**Signal wires on met1**

Scale bar: 100 microns. Supply wires on this layer in grey.
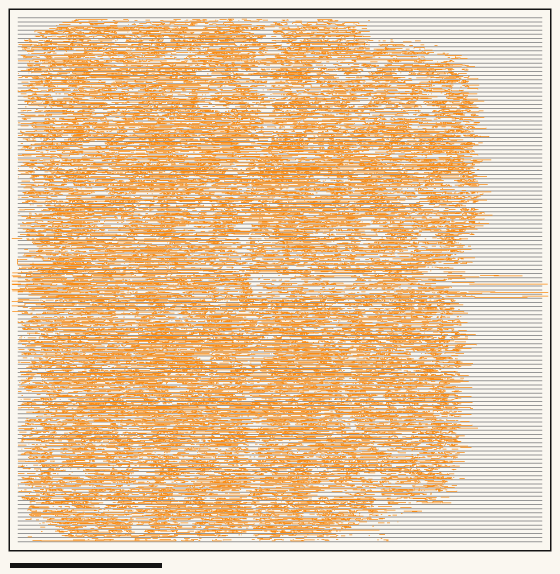
**M2 wires**

Scale bar: 100 microns.
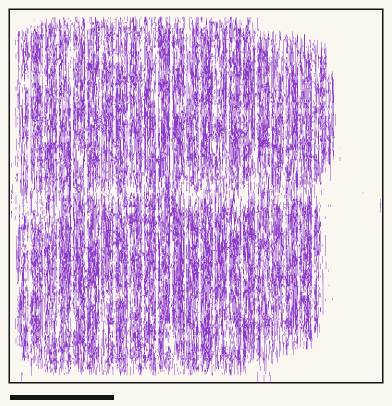
**The metal 3 layer**

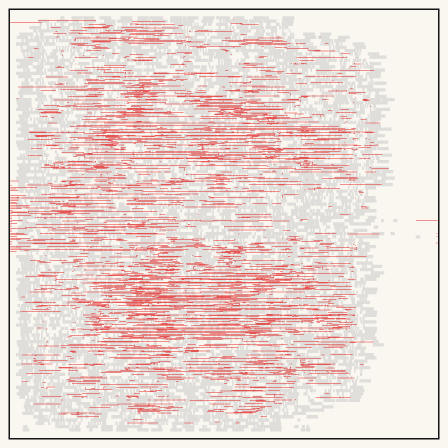
**src/rtl/cgb_palette_ctrl.sv**
```systemverilog
// CGB palette controller: BG/OBJ palette RAMs behind FF68-FF6B plus a two-stage RGB555 lookup.
// Defining PALETTE_DMG_COMPAT_EN adds DMG shade remapping of the colour index in S1.
module cgb_palette_ctrl (
    input  logic        clk,
    input  logic        nreset,
    input  logic        cpu_wr,
    input  logic        cpu_rd,
    input  logic        ff68,
    input  logic        ff69,
    input  logic        ff6a,
    input  logic        ff6b,
    input  logic [7:0]  d_in,
    output logic [7:0]  d_out,
    output logic        d_oe,
    input  logic        mode3,
    input  logic        dmg_mode,
    input  logic [7:0]  bgp_d,
    input  logic [7:0]  obp0_d,
    input  logic [7:0]  obp1_d,
    input  logic        px_req,
    input  logic        px_obj,
    input  logic [2:0]  px_pal,
    input  logic [1:0]  px_idx,
    output logic [14:0] rgb,
    output logic        rgb_valid
);

    logic       wr_q;
    logic       commit;
    logic       bcps_ai;
    logic       ocps_ai;
    logic [5:0] bcps_addr;
    logic [5:0] ocps_addr;
    logic [7:0] bg_mem  [64];
    logic [7:0] obj_mem [64];

    logic       s1_valid;
    logic       s1_obj;
    logic [5:0] s1_base;
    logic [5:0] hi_addr;
    logic [2:0] eff_pal;
    logic [1:0] eff_idx;

    assign commit = cpu_wr && !wr_q;

    // The auto-increment happens even when mode3 blocks the data write.
    always_ff @(posedge clk or negedge nreset) begin
        if (!nreset) begin
            wr_q      <= 1'b0;
            bcps_ai   <= 1'b0;
            bcps_addr <= 6'd0;
            ocps_ai   <= 1'b0;
            ocps_addr <= 6'd0;
            bg_mem    <= '{default: 8'hFF};
            obj_mem   <= '{default: 8'hFF};
        end else begin
            wr_q <= cpu_wr;
            if (commit) begin
                if (ff68) begin
                    bcps_ai   <= d_in[7];
                    bcps_addr <= d_in[5:0];
                end
                if (ff69) begin
                    if (!mode3) bg_mem[bcps_addr] <= d_in;
                    if (bcps_ai) bcps_addr <= bcps_addr + 6'd1;
                end
                if (ff6a) begin
                    ocps_ai   <= d_in[7];
                    ocps_addr <= d_in[5:0];
                end
                if (ff6b) begin
                    if (!mode3) obj_mem[ocps_addr] <= d_in;
                    if (ocps_ai) ocps_addr <= ocps_addr + 6'd1;
                end
            end
        end
    end

    always_comb begin
        d_oe  = cpu_rd && (ff68 || ff69 || ff6a || ff6b);
        d_out = 8'h00;
        if (d_oe) begin
            if (ff68)      d_out = {bcps_ai, 1'b1, bcps_addr};
            else if (ff69) d_out = mode3 ? 8'hFF : bg_mem[bcps_addr];
            else if (ff6a) d_out = {ocps_ai, 1'b1, ocps_addr};
            else           d_out = mode3 ? 8'hFF : obj_mem[ocps_addr];
        end
    end

`ifdef PALETTE_DMG_COMPAT_EN
    function automatic logic [1:0] shade_of(input logic [7:0] pal_reg, input logic [1:0] idx);
        case (idx)
            2'd0:    shade_of = pal_reg[1:0];
            2'd1:    shade_of = pal_reg[3:2];
            2'd2:    shade_of = pal_reg[5:4];
            default: shade_of = pal_reg[7:6];
        endcase
    endfunction

    always_comb begin
        eff_pal = px_pal;
        eff_idx = px_idx;
        if (dmg_mode) begin
            if (!px_obj) begin
                eff_pal = 3'd0;
                eff_idx = shade_of(bgp_d, px_idx);
            end else begin
                eff_pal = {2'b00, px_pal[0]};
                eff_idx = shade_of(px_pal[0] ? obp1_d : obp0_d, px_idx);
            end
        end
    end
`else
    logic unused_dmg;
    assign unused_dmg = ^{dmg_mode, bgp_d, obp0_d, obp1_d};

    always_comb begin
        eff_pal = px_pal;
        eff_idx = px_idx;
    end
`endif

    // Each colour is two bytes; the high byte is always the odd address.
    assign hi_addr = {s1_base[5:1], 1'b1};

    always_ff @(posedge clk or negedge nreset) begin
        if (!nreset) begin
            s1_valid  <= 1'b0;
            s1_obj    <= 1'b0;
            s1_base   <= 6'd0;
            rgb       <= 15'd0;
            rgb_valid <= 1'b0;
        end else begin
            s1_valid  <= px_req;
            s1_obj    <= px_obj;
            s1_base   <= {eff_pal, eff_idx, 1'b0};
            rgb_valid <= s1_valid;
            if (s1_valid) begin
                rgb <= s1_obj ? {obj_mem[hi_addr][6:0], obj_mem[s1_base]}
                              : {bg_mem[hi_addr][6:0], bg_mem[s1_base]};
            end
        end
    end

endmodule

```
**config.mk**
```make
export PLATFORM = sky130hd
export DESIGN_NAME = cgb_palette_ctrl
export DESIGN_NICKNAME = d
export VERILOG_FILES = /design/src/rtl/cgb_palette_ctrl.sv
export SDC_FILE = /design/constraint.sdc
export NUM_CORES = 2
export LEC_CHECK = 0
export ABC_AREA = 1
export ABC_CLOCK_PERIOD_IN_PS = 3700
export CAP_MARGIN = 40
export CORE_MARGIN = 5
export CORE_UTILIZATION = 50
export CTS_CLUSTER_DIAMETER = 100
export DETAILED_ROUTE_END_ITERATION = 12
export PLACE_DENSITY = 0.7
export SYNTH_ARGS = -nofsm -noshare
export SYNTH_HDL_FRONTEND = slang
export SYNTH_SLANG_ARGS = --single-unit
```
**constraint.sdc**
```tcl
create_clock -name clk -period 3.7 [get_ports clk]
set_input_delay 0.37 -clock clk [delete_from_list [all_inputs] [get_ports clk]]
set_output_delay 0.37 -clock clk [all_outputs]
set_load 0.005 [all_outputs]
```
==> flow_summary.toml <==
# synthesis and place-and-route metrics
[run_status]
status = "completed"

[finish]
final_layout_size_suffix_gt1_share_pct = 20.31
postLayoutCoreUtil_pct = 57.37
regArea_sq_um = 27890
area.growth.synth_to_final_pct = 14.49
final_cell_mix = "nand2_1 (4,014), o21ai_0 (1,247), dfstp_2 (1,024)"
combGateArea_sq_um = 29270
fill_cells = 11143

[clock_network]
cts_tree = "yes"
cts_setup_buffers = 25
cts_sinks = 1062
h-tree-depth = 3
cts.reportedPaths.clkPinSlew_ns = 0.07
root_buffer = "clkbuf_16"

[worst_setup_path]
critical-path-max-stage-delay_ns = 0.57
reg2regPathDepth = 10
slowest_stage = "dfrtp_4"
crit_type = "reg -> out"
cp_num_buf_inv = 4
worst_setup_path_end_kind = "output port"
start_kind = "register"
cp_common_cell = "nand2_1"
crit_chain = "buf_4 -> inv_6 -> buf_12 -> nand2_1 -> nand2_1 -> nand2_1 -> nand2_1 -> nand2_1 -> a21oi_2 -> nor2_1 -> nand3_1 -> nand2_1 -> a21oi_4 -> buf_2"

[min_path]
hold_depth = 1
hp-start = "px_obj"
worstHoldEndpoint = "s1_obj$_DFF_PN0_"

[die]
std_cell_rows = 127
initial_core_util_pct = 50.11
die_w_microns = 356.1
die_h_microns = 356.1

[job]
warnings = 68

[final_timing]
worst_pin_slew_ns = 1.078
finalClockPeriodUsage_pct = 97.79
finalSetupViolations = 0
clock_skew_ns = 0.02960
whs_ns = 0.06232
slew_viol_final = 0
hold_viol_final = 0

[route]
wl_microns = 222400
ant_nets = 0
drt-pass1-iter-count = 7
vias_per_cell = 5.915
num_vias = 60115

[pwr]
p_seq_share_pct = 40.3
internal-power_mw = 23.22
p_clk_share_pct = 36.7
ir_drop_mv = 0.4724

[yosys]
ys_ff = 1062
edf_count = 0
synth-area-yosys_sq_um = 59870
avgSynthCellArea_sq_um = 6.932
syn_area_sq_um = 59870
yosysCellCount = 8638
syn-num-nets = 8689
ys_seq_share_pct = 46.52
top_cells_by_count = "nand2_1 (4,061), o21ai_0 (1,278), dfstp_2 (1,024)"

[grt]
grt_overflow = 0
track_usage_pct = 34.27
grt_antenna_before_repair = 5
grt_pass1_wl_microns = 337800
grt_max_degree = 151

[placement]
routabilityCongestion = 0.9893
Back to the opening pictures, 'signal wires on met1':
nets with wire on the layer: 7,781
share of all routed wire: 40%

Back to the opening pictures, 'M2 wires':
main direction: vertical
wire length on this layer: 94.9 mm
longest straight run: 99.6 microns
share of all routed wire: 43%

Back to the opening pictures, 'the metal 3 layer':
main direction: horizontal
share of all routed wire: 13%

[area by class of cell]
type / instances / share of cell area, %
Sequential cell: 1062 / 40.68
Clock inverter: 52 / 1.040
Timing Repair Buffer: 363 / 6.509
Inverter: 186 / 1.121
Clock buffer: 165 / 4.983
Antenna cell: 1 / 0.003650
Timing Repair inverter: 2 / 0.02555
Tap cell: 1612 / 2.942
Multi-Input combinational cell: 6721 / 42.69
[per-stage QoR]
step / instances / setup slack [ns] / setup TNS, ns / area (sq um)
floorplan: 8638 / 1.383 / 0 / 59870
global placement: 9893 / -0.002639 / -0.002639 / 62920
detailed placement: 9895 / 0.002932 / 0 / 62950
CTS: 10150 / -0.01640 / -0.03270 / 68210
global route: 10163 / -0.001723 / -0.001723 / 68550
finish: 10164 / 0.08174 / 0 / 68550
[metal layers]
layer / part of all wire [%] / up-vias / GRT usage [%]
met5: 0.020 / - / 0
met4: 4.6 / 6 / 15.11
met3: 13 / 621 / 9.566
met2: 43 / 3560 / 50.24
met1: 40 / 28400 / 47.52
li1: - / 27528 / -
[cell families (layout without fill, tap and decap cells)]
logic type               after synthesis  in the layout  share of synthesized area (%)
other                                  0              1                              0
flip-flops                          1062           1062                          46.52
buffers and inverters                855            768                          5.435
adder cells (fa/ha/maj)                2              2                        0.04179
AND/OR/NAND/NOR                     5191           5191                          35.00
AND-OR/OR-AND                       1528           1528                          13.00
[power groups by stage]
stage	clock network, mW	registers, mW	logic [mW]
floorplan	0	13.7	3.91
global placement	0	13.9	6.68
detailed placement	0	13.9	6.78
CTS	12.7	13.8	7.47
global route	13.2	13.9	8.38
finish	12.6	13.8	7.90
[state kept, by name (all words and copies together), names as in the netlist, 5 cells and up]
signal     cells
bcps_addr      6
bg_mem       512
obj_mem      512
ocps_addr      6
rgb           15
s1_base        5
